**config.mk**
```make
export PLATFORM = sky130hd
export DESIGN_NAME = n64_read_response
export DESIGN_NICKNAME = d
export VERILOG_FILES = /design/src/rtl/n64_pkg.sv /design/src/rtl/n64_line_sync.sv /design/src/rtl/n64_read_response.sv
export SDC_FILE = /design/constraint.sdc
export NUM_CORES = 1
export LEC_CHECK = 0
export ABC_CLOCK_PERIOD_IN_PS = 3500
export CAP_MARGIN = 20
export CORE_MARGIN = 4
export CORE_UTILIZATION = 35
export DETAILED_ROUTE_END_ITERATION = 6
export GPL_TIMING_DRIVEN = 0
export PLACE_DENSITY = 0.56
export SETUP_SLACK_MARGIN = 0.5
export SYNTH_ARGS = -nofsm -noshare
export SYNTH_HDL_FRONTEND = slang
export SYNTH_SLANG_ARGS = --single-unit
export TNS_END_PERCENT = 30
```
**constraint.sdc**
```tcl
create_clock -name clk -period 3.5 [get_ports clk]
set_input_delay 0.35 -clock clk [delete_from_list [all_inputs] [get_ports clk]]
set_output_delay 0.35 -clock clk [all_outputs]
set_load 0.005 [all_outputs]
```
**src/rtl/n64_pkg.sv**
```systemverilog
// Shared N64 one-wire timing constants and the read-response state encoding.
package n64_pkg;

  // Bit-cell edges in clocks from the falling edge, shared with the command writer.
  localparam int START = 100;
  localparam int DATA  = 300;
  localparam int STOP  = 400;

  localparam int NUM_BITS_DFLT      = 32;
  localparam int SAMPLE_POINT_DFLT  = 200;
  localparam int FIRST_TIMEOUT_DFLT = 1000;
  localparam int BIT_TIMEOUT_DFLT   = 600;
  localparam int STOP_IDLE_DFLT     = 300;

  typedef enum logic [2:0] {
    IDLE      = 3'd0,
    WAIT_EDGE = 3'd1,
    LOW       = 3'd2,
    WAIT_STOP = 3'd3,
    DONE      = 3'd4,
    TIMEOUT   = 3'd5
  } state_e;

  function automatic int max_int(input int a, input int b);
    return (a > b) ? a : b;
  endfunction

endpackage

```
**src/rtl/n64_line_sync.sv**
```systemverilog
// Two-flop synchroniser for the open-drain data line plus falling-edge detect.
module n64_line_sync (
  input  logic clk_i,
  input  logic rst_i,
  input  logic data_i,
  output logic line_o,
  output logic fall_o
);

  logic meta_q;
  logic line_q;
  logic prev_q;

  // Line idles high, so every stage resets to 1 to avoid a false edge.
  always_ff @(posedge clk_i or posedge rst_i) begin
    if (rst_i) begin
      meta_q <= 1'b1;
      line_q <= 1'b1;
      prev_q <= 1'b1;
    end else begin
      meta_q <= data_i;
      line_q <= meta_q;
      prev_q <= line_q;
    end
  end

  assign line_o = line_q;
  assign fall_o = prev_q & ~line_q;

endmodule

```
**src/rtl/n64_read_response.sv**
```systemverilog
// Deserialises the controller's pulse-width encoded reply into a parallel word,
// with a one-cycle valid strobe or a one-cycle timeout strobe.
module n64_read_response
  import n64_pkg::*;
#(
  parameter int NUM_BITS      = NUM_BITS_DFLT,
  parameter int SAMPLE_POINT  = SAMPLE_POINT_DFLT,
  parameter int FIRST_TIMEOUT = FIRST_TIMEOUT_DFLT,
  parameter int BIT_TIMEOUT   = BIT_TIMEOUT_DFLT,
  parameter int STOP_IDLE     = STOP_IDLE_DFLT
) (
  input  logic                clk,
  input  logic                reset,
  input  logic                start,
  input  logic                data_in,
  output logic [NUM_BITS-1:0] response,
  output logic                valid,
  output logic                busy,
  output logic                timeout
);

  localparam int CNT_W = $clog2(max_int(max_int(SAMPLE_POINT, FIRST_TIMEOUT),
                                        max_int(BIT_TIMEOUT, STOP_IDLE))) + 1;
  localparam int IDX_W = $clog2(NUM_BITS) + 1;

  localparam logic [CNT_W-1:0] SAMPLE_LAST = CNT_W'(SAMPLE_POINT - 1);
  localparam logic [CNT_W-1:0] FIRST_LIM   = CNT_W'(FIRST_TIMEOUT);
  localparam logic [CNT_W-1:0] BIT_LIM     = CNT_W'(BIT_TIMEOUT);
  localparam logic [CNT_W-1:0] STOP_LIM    = CNT_W'(STOP_IDLE);
  localparam logic [IDX_W-1:0] LAST_IDX    = IDX_W'(NUM_BITS);

  state_e              state_q, state_d;
  logic [CNT_W-1:0]    cnt_q, cnt_d;
  logic [CNT_W-1:0]    low_cnt_q, low_cnt_d;
  logic [IDX_W-1:0]    bit_idx_q, bit_idx_d;
  logic [NUM_BITS-1:0] shreg_q, shreg_d;
  logic [NUM_BITS-1:0] response_q, response_d;
  logic                valid_q, valid_d;
  logic                busy_q, busy_d;
  logic                timeout_q, timeout_d;

  logic                line_s;
  logic                fall_s;
  logic [CNT_W-1:0]    cnt_inc_s;
  logic [CNT_W-1:0]    low_inc_s;
  logic [IDX_W-1:0]    idx_inc_s;
  logic [CNT_W-1:0]    limit_s;

  n64_line_sync u_sync (
    .clk_i  (clk),
    .rst_i  (reset),
    .data_i (data_in),
    .line_o (line_s),
    .fall_o (fall_s)
  );

  assign cnt_inc_s = cnt_q + CNT_W'(1);
  assign low_inc_s = low_cnt_q + CNT_W'(1);
  assign idx_inc_s = bit_idx_q + IDX_W'(1);
  assign limit_s   = (bit_idx_q == IDX_W'(0)) ? FIRST_LIM : BIT_LIM;

  // State, datapath and registered outputs.
  always_ff @(posedge clk or posedge reset) begin
    if (reset) begin
      state_q    <= IDLE;
      cnt_q      <= '0;
      low_cnt_q  <= '0;
      bit_idx_q  <= '0;
      shreg_q    <= '0;
      response_q <= '0;
      valid_q    <= 1'b0;
      busy_q     <= 1'b0;
      timeout_q  <= 1'b0;
    end else begin
      state_q    <= state_d;
      cnt_q      <= cnt_d;
      low_cnt_q  <= low_cnt_d;
      bit_idx_q  <= bit_idx_d;
      shreg_q    <= shreg_d;
      response_q <= response_d;
      valid_q    <= valid_d;
      busy_q     <= busy_d;
      timeout_q  <= timeout_d;
    end
  end

  // Next state and datapath. cnt is carried from LOW into WAIT_EDGE so the
  // per-bit budget is measured from the falling edge, not from the sample.
  always_comb begin
    state_d   = state_q;
    cnt_d     = cnt_q;
    low_cnt_d = low_cnt_q;
    bit_idx_d = bit_idx_q;
    shreg_d   = shreg_q;
    case (state_q)
      IDLE: begin
        if (start) begin
          state_d   = WAIT_EDGE;
          cnt_d     = '0;
          low_cnt_d = '0;
          bit_idx_d = '0;
          shreg_d   = '0;
        end else begin
          state_d = IDLE;
        end
      end
      WAIT_EDGE: begin
        cnt_d = cnt_inc_s;
        if (fall_s) begin
          state_d = LOW;
          cnt_d   = '0;
        end else if (cnt_inc_s == limit_s) begin
          state_d = TIMEOUT;
        end else begin
          state_d = WAIT_EDGE;
        end
      end
      LOW: begin
        cnt_d = cnt_inc_s;
        if (cnt_q == SAMPLE_LAST) begin
          shreg_d   = {shreg_q[NUM_BITS-2:0], line_s};
          bit_idx_d = idx_inc_s;
          if (idx_inc_s == LAST_IDX) begin
            state_d   = WAIT_STOP;
            cnt_d     = '0;
            low_cnt_d = '0;
          end else begin
            state_d = WAIT_EDGE;
          end
        end else begin
          state_d = LOW;
        end
      end
      WAIT_STOP: begin
        if (line_s) begin
          cnt_d     = cnt_inc_s;
          low_cnt_d = '0;
          state_d   = (cnt_inc_s == STOP_LIM) ? DONE : WAIT_STOP;
        end else begin
          cnt_d     = '0;
          low_cnt_d = low_inc_s;
          state_d   = (low_inc_s == BIT_LIM) ? TIMEOUT : WAIT_STOP;
        end
      end
      DONE:    state_d = IDLE;
      TIMEOUT: state_d = IDLE;
      default: state_d = IDLE;
    endcase
  end

  // Outputs are decoded from the next state so they register alongside it.
  always_comb begin
    valid_d    = (state_d == DONE);
    timeout_d  = (state_d == TIMEOUT);
    busy_d     = (state_d != IDLE);
    response_d = (state_d == DONE) ? shreg_q : response_q;
  end

  assign response = response_q;
  assign valid    = valid_q;
  assign busy     = busy_q;
  assign timeout  = timeout_q;

endmodule
```
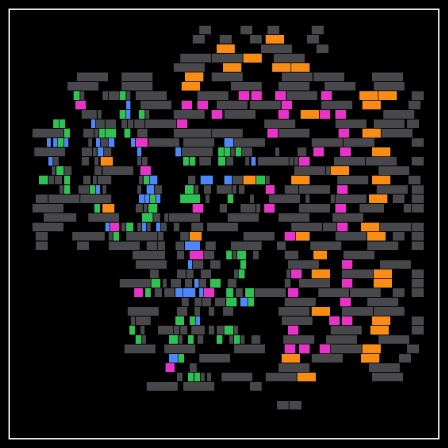
gates.png
Orange shows mux cells, cells 36. Blue shows nor cells, cells 35. Green shows aoi and oai cells, cells 56. Magenta shows non-inverting ao/oa cells, cells 43.

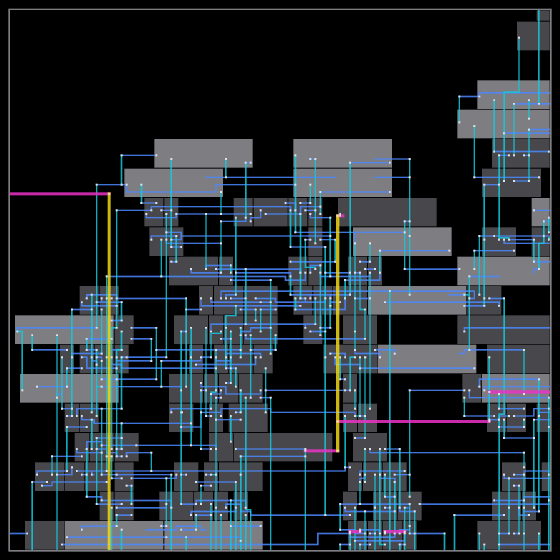
closeup.png
Window x 6 to 56, y 68 to 118 µm. Cells in grey, sequential cells in the stronger grey; small squares are vias.
Magenta shows M3. Yellow shows M4. Cyan shows M2. Blue shows M1.
Sequential cells in the window: 15. 112 logic cells have their middle in the window. Netlist names of flops here include low_cnt_q (10), response (2), shreg_q (2). Most frequent: dfrtp_1 (15), nand2_1 (14), nor2_1 (13).

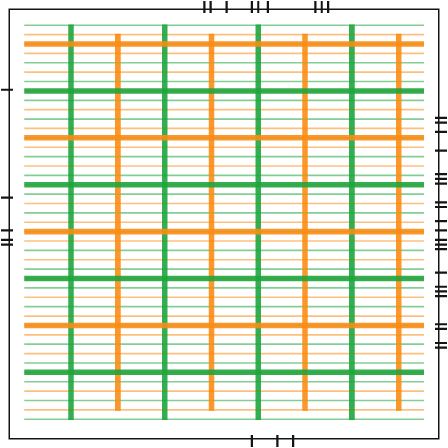
floorplan.png
Pins as bars on the die edge.
Green shows VSS. Orange shows VDD.
8 straps on met4. The core has 42 rows. 8 straps on met5. 39 signal pins sit on the boundary. 43 met1 rails follow the rows.

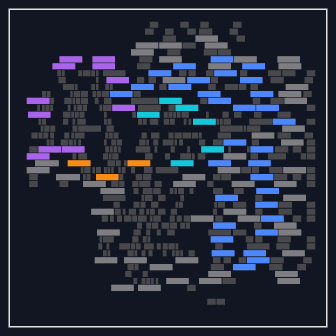
ff_map.png
Cyan shows bit_idx_q, placed flops 6. Blue shows shreg_q, placed flops 32. Orange shows state_q, placed flops 3. Purple shows low_cnt_q, placed flops 11.
Another 49 sequential cells are not coloured.
Register Area: 2530 µm²
flip-flop and latch power: 1290 µW

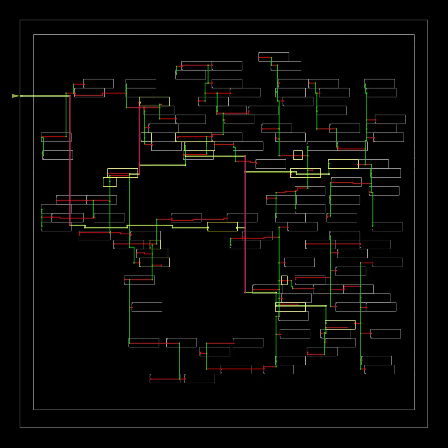
clock_nets.png
clock skew: 6.13 ps
Num Clock Sinks: 101
Insertion Delay late pin: 340 ps
Clock Power: 994 µW
CTS buffer count: 9

==> results.sh <==
# yosys + openroad results
export IMPL_postRouteAntennaNets=0
export IMPL_setup_violations=0
export IMPL_synthMuxAreaShare=0.109
export IMPL_place_ws_ps=809
export IMPL_ys_cells=401
export IMPL_status="finished clean"
export IMPL_grt_pass1_vias=3250
export IMPL_fp_dieH_um=124
export IMPL_route_vias_total=3236
export IMPL_min_path_cells=0
export IMPL_utilization=0.426
export IMPL_multiInputCombCellCount=268
export IMPL_power_density_nw_per_um2=498
export IMPL_nClkBuffers=9
export IMPL_dominant_cells="sequential cells"
export IMPL_grt_pass1_wl_mm=16.0
export IMPL_sh_comb_area=0.360
export IMPL_track_usage=0.130
export IMPL_met2_usage=0.198
export IMPL_warnings=28
export IMPL_finalWorstSetupSlack_ps=819
export IMPL_synthCells=401
export IMPL_drive_gt1_frac=0.158
export IMPL_r2r_cells=8
export IMPL_path_cells="ha_1, and4_4, a41oi_1, a211o_1, nor4_2, nand3_2, buf_6, mux2_4"
Power is estimated from default activity; no workload was simulated.
